--- src/rtl/tomasulo_pkg.sv ---
// Shared Tomasulo core definitions: datapath widths, add/sub opcodes,
// functional-unit state encoding and the CDB payload type.
package tomasulo_pkg;

  localparam int DATA_W = 16;
  localparam int TAG_W  = 3;

  localparam logic [2:0] OP_ADD = 3'b000;
  localparam logic [2:0] OP_SUB = 3'b001;

  typedef enum logic [1:0] {
    FU_IDLE     = 2'd0,
    FU_EXEC     = 2'd1,
    FU_WAIT_CDB = 2'd2
  } fu_state_e;

  typedef struct packed {
    logic [TAG_W-1:0]  tag;
    logic [DATA_W-1:0] data;
  } cdb_t;

endpackage

--- src/rtl/asfu_alu.sv ---
// Combinational add/subtract core of the ASFU; modulo-2^DW arithmetic.
// Signed-overflow flag is present only when ASFU_OVF_EN is defined.
module asfu_alu
  import tomasulo_pkg::*;
#(
  parameter int DW = DATA_W
) (
  input  logic [DW-1:0] a,
  input  logic [DW-1:0] b,
  input  logic [2:0]    op,
`ifdef ASFU_OVF_EN
  output logic          ovf,
`endif
  output logic [DW-1:0] result
);

  logic signed [DW-1:0] a_s;
  logic signed [DW-1:0] b_s;
  logic signed [DW-1:0] r_s;

  assign a_s = $signed(a);
  assign b_s = $signed(b);

  always_comb begin
    r_s = '0;
    case (op)
      OP_ADD:  r_s = a_s + b_s;
      OP_SUB:  r_s = a_s - b_s;
      default: r_s = '0;
    endcase
  end

  assign result = $unsigned(r_s);

`ifdef ASFU_OVF_EN
  // Overflow: result sign disagrees with what the operand signs allow.
  always_comb begin
    ovf = 1'b0;
    case (op)
      OP_ADD:  ovf = (a_s[DW-1] == b_s[DW-1]) && (r_s[DW-1] != a_s[DW-1]);
      OP_SUB:  ovf = (a_s[DW-1] != b_s[DW-1]) && (r_s[DW-1] != a_s[DW-1]);
      default: ovf = 1'b0;
    endcase
  end
`endif

endmodule

--- src/rtl/asfu.sv ---
// Add/subtract functional unit fed by the ASRS: latches one instruction,
// executes for LATENCY cycles, then holds its tagged result on the CDB until
// granted. Optional ovf output under ASFU_OVF_EN.
module asfu
  import tomasulo_pkg::*;
#(
  parameter int LATENCY = 2,
  parameter int DW      = DATA_W,
  parameter int TW      = TAG_W
) (
  input  logic          CLK,
  input  logic          CLR,
  input  logic          start,
  output logic          ready,
  input  logic [DW-1:0] Vj,
  input  logic [DW-1:0] Vk,
  input  logic [2:0]    OPcode,
  input  logic [TW-1:0] tag_in,
  output logic          busy,
  output logic          cdb_req,
  input  logic          cdb_grant,
`ifdef ASFU_OVF_EN
  output logic          ovf,
`endif
  output logic [DW-1:0] CDB,
  output logic [TW-1:0] cdb_tag
);

  localparam logic [3:0] CNT_INIT = 4'(LATENCY - 1);

  fu_state_e     state_q, state_d;
  logic [3:0]    cnt_q, cnt_d;
  logic [DW-1:0] vj_q, vk_q, res_q;
  logic [2:0]    op_q;
  logic [TW-1:0] tag_q;
  logic [DW-1:0] alu_res;
  logic          accept, done;

`ifdef ASFU_OVF_EN
  logic alu_ovf;
  logic ovf_q;
`endif

  asfu_alu #(.DW(DW)) u_alu (
    .a      (vj_q),
    .b      (vk_q),
    .op     (op_q),
`ifdef ASFU_OVF_EN
    .ovf    (alu_ovf),
`endif
    .result (alu_res)
  );

  assign accept = (state_q == FU_IDLE) && start;
  assign done   = (state_q == FU_EXEC) && (cnt_q == 4'd0);

  always_comb begin
    state_d = state_q;
    cnt_d   = cnt_q;
    case (state_q)
      FU_IDLE: begin
        if (start) begin
          state_d = FU_EXEC;
          cnt_d   = CNT_INIT;
        end
      end
      FU_EXEC: begin
        if (cnt_q == 4'd0) state_d = FU_WAIT_CDB;
        else               cnt_d   = cnt_q - 4'd1;
      end
      FU_WAIT_CDB: begin
        if (cdb_grant) state_d = FU_IDLE;
      end
      default: state_d = FU_IDLE;
    endcase
  end

  always_ff @(posedge CLK or posedge CLR) begin
    if (CLR) begin
      state_q <= FU_IDLE;
      cnt_q   <= '0;
      vj_q    <= '0;
      vk_q    <= '0;
      op_q    <= '0;
      tag_q   <= '0;
      res_q   <= '0;
`ifdef ASFU_OVF_EN
      ovf_q   <= 1'b0;
`endif
    end else begin
      state_q <= state_d;
      cnt_q   <= cnt_d;
      if (accept) begin
        vj_q  <= Vj;
        vk_q  <= Vk;
        op_q  <= OPcode;
        tag_q <= tag_in;
      end
      if (done) begin
        res_q <= alu_res;
`ifdef ASFU_OVF_EN
        ovf_q <= alu_ovf;
`endif
      end
    end
  end

  // Bus outputs are forced to zero outside WAIT_CDB so they can be OR-merged.
  assign ready   = (state_q == FU_IDLE);
  assign busy    = (state_q != FU_IDLE);
  assign cdb_req = (state_q == FU_WAIT_CDB);
  assign CDB     = cdb_req ? res_q : '0;
  assign cdb_tag = cdb_req ? tag_q : '0;
`ifdef ASFU_OVF_EN
  assign ovf     = cdb_req & ovf_q;
`endif

endmodule

--- config.mk ---
export PLATFORM = sky130hd
export DESIGN_NAME = asfu
export DESIGN_NICKNAME = d
export VERILOG_FILES = /design/src/rtl/tomasulo_pkg.sv /design/src/rtl/asfu_alu.sv /design/src/rtl/asfu.sv
export SDC_FILE = /design/constraint.sdc
export NUM_CORES = 1
export LEC_CHECK = 0
export ABC_AREA = 1
export CORE_MARGIN = 5
export CORE_UTILIZATION = 30
export CTS_CLUSTER_SIZE = 14
export DETAILED_ROUTE_END_ITERATION = 10
export GPL_ROUTABILITY_DRIVEN = 0
export PLACE_DENSITY_LB_ADDON = 0.1
export SYNTH_ARGS = -nofsm -noshare
export SYNTH_HDL_FRONTEND = slang
export SYNTH_SLANG_ARGS = --single-unit
--- constraint.sdc ---
create_clock -name CLK -period 2.1 [get_ports CLK]
set_input_delay 0.63 -clock CLK [delete_from_list [all_inputs] [get_ports CLK]]
set_output_delay 0.63 -clock CLK [all_outputs]
set_load 0.01 [all_outputs]
==> flow_summary.json <==
{
  "yosys.area.top_type": "dfrtp_1",
  "grt_pass1_wl_mm": 16.31,
  "biggestCellCategory": "logic gates",
  "top_cell": "nand2_1",
  "top_usage_layer": "met2",
  "async_flop_share": 1.000,
  "wl_per_cell_um": 12.38,
  "drive_gt1_frac": 0.2913,
  "finalSetupViolCount": 12,
  "max_slew.worst_pin.slew_ns": 0.3380,
  "hold_buffers": 0,
  "grtUsageMet3": 0.02666,
  "logic_gates": 349,
  "final_common_cell": "nand2_1",
  "holdCritStartpoint": "res_q[12]$_DFFE_PP0P_",
  "cts-root-buf": "clkbuf_16",
  "timing.rr.start": "vk_q[4]$_DFFE_PP0P_",
  "htreeDepth": 3,
  "hold_viol": 0,
  "cp-startpoint": "vk_q[4]$_DFFE_PP0P_",
  "grt_pass1_vias": 3426,
  "synthAdderAreaFrac": 0.06696,
  "slowest_stage": "dfrtp_1",
  "fin_ws_ns": -0.2750,
  "antenna_found_initial": 0,
  "skew_ns": 0.005520,
  "cts_setup_buffers": 9,
  "placed_area_um2": 4945,
  "overflow": 0,
  "area_leaders": "dfrtp_1, nand2_1, inv_1",
  "warning_count": 30,
  "violations": "negative setup slack",
  "clock_path_buffers": 2,
  "final_util": 0.4684,
  "coreArea_um2": 12010,
  "drt-met1-wl_mm": 4.782,
  "comb_area_frac": 0.3811,
  "final_area_um2": 5627,
  "crit_top_cell": "nand2_1",
  "dr.pass1.iters": 4,
  "cts_resized": 75,
  "ys.flops": 60,
  "logic_family": "simple AND/OR/NAND/NOR gates",
  "core_util_floorplan": 0.3049,
  "netlist_area_um2": 3662,
  "fmax_ghz": 0.4211,
  "wl_mm": 9.771,
  "status": "finished, violations left",
  "reg2reg_depth": 14,
  "whs_path_depth": 2,
  "cpPeakStageDelay_ns": 0.41,
  "antennaDiodeCount": 0,
  "synth_top_area_share": 0.4100,
  "nNetsFinal": 698,
  "path_depth": 14,
  "yosys_warnings": 0,
  "die_w_um": 120.5,
  "crit_end": "res_q[15]$_DFFE_PP0P_",
  "synth-edff-count": 0,
  "die_area_um2": 14520,
  "met3_length_um": 392,
  "nFillCells": 1193,
  "clock_latency_ns": 0.32,
  "n_all_buffers": 136,
  "buffer_area_frac": 0.2101,
  "use_met2": 0.2260,
  "rows": 40,
  "cts_tree": "done",
  "rrSetupSlack_ns": -0.28,
  "pre_cts_slack_ns": -0.3301,
  "nonClockInverterCount": 81,
  "ys.flop_type": "dfrtp_1",
  "grtUsageMet1": 0.1899,
  "common_cells": "nand2_1, inv_1, dfrtp_1, nor2_1, o21ai_0",
  "routed_via_density": 4.394,
  "synthDistinctLibCells": 31,
  "finalNonFillerCells": 789,
  "antenna_left": 0,
  "maxCapViolations": 0,
  "period_needed_ns": 2.375,
  "cpLargestDelayFamily": "simple AND/OR/NAND/NOR gates",
  "area_growth_pct": 53.64,
  "min_to": "res_q[12]$_DFFE_PP0P_",
  "holdWs_ns": 0.4798,
  "syn_avg_cell_area_um2": 7.281,
  "largestRegisters": "res_q: 16 flops, vj_q: 16 flops, vk_q: 16 flops",
  "grtUsageTotal": 0.1395,
  "finalClockPeriodUsage": 1.131,
  "crit_type": "flop to flop",
  "crit_buf_inv": 2,
  "mostFrequentLayoutCells": "nand2_1, inv_1, buf_4, dfrtp_1, clkdlybuf4s50_1",
  "syn_inst": 503,
  "startpoint_type": "flop",
  "rr_endpoint": "res_q[15]$_DFFE_PP0P_",
  "synth-cells-yosys": 503
}
**Cell outlines without signal wires**

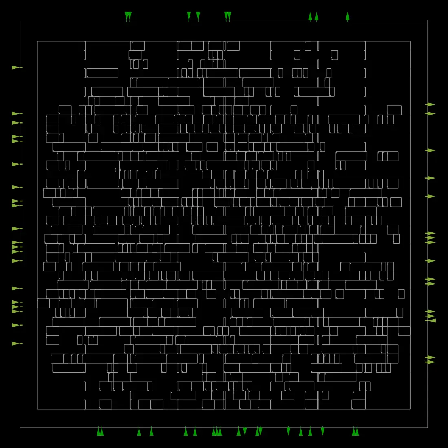
Well-Tap Cells: 147
Flop Count: 60

**Layout detail**

Region (35, 59) to (85, 109) um. Cells in grey, sequential cells in the stronger grey; small squares are vias.
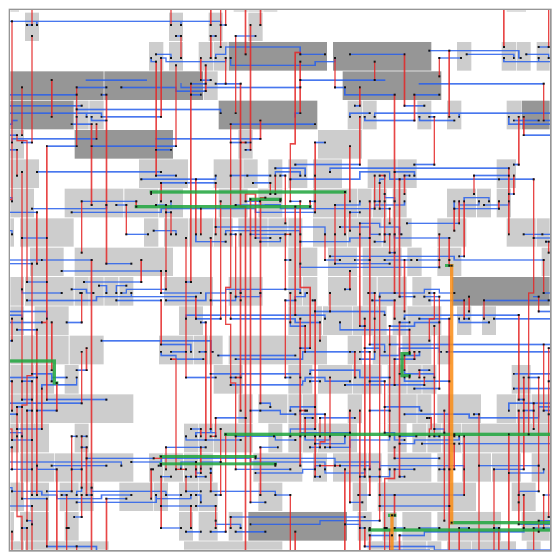
blue -> M1
red -> M2
orange -> M4
green -> M3
most frequent = nand2_1 (54), inv_1 (22), buf_4 (21)
netlist names of flops here include = `vj_q` (6), `res_q` (4)
cells with their middle in the window = 186
sequential cells in the window = 10

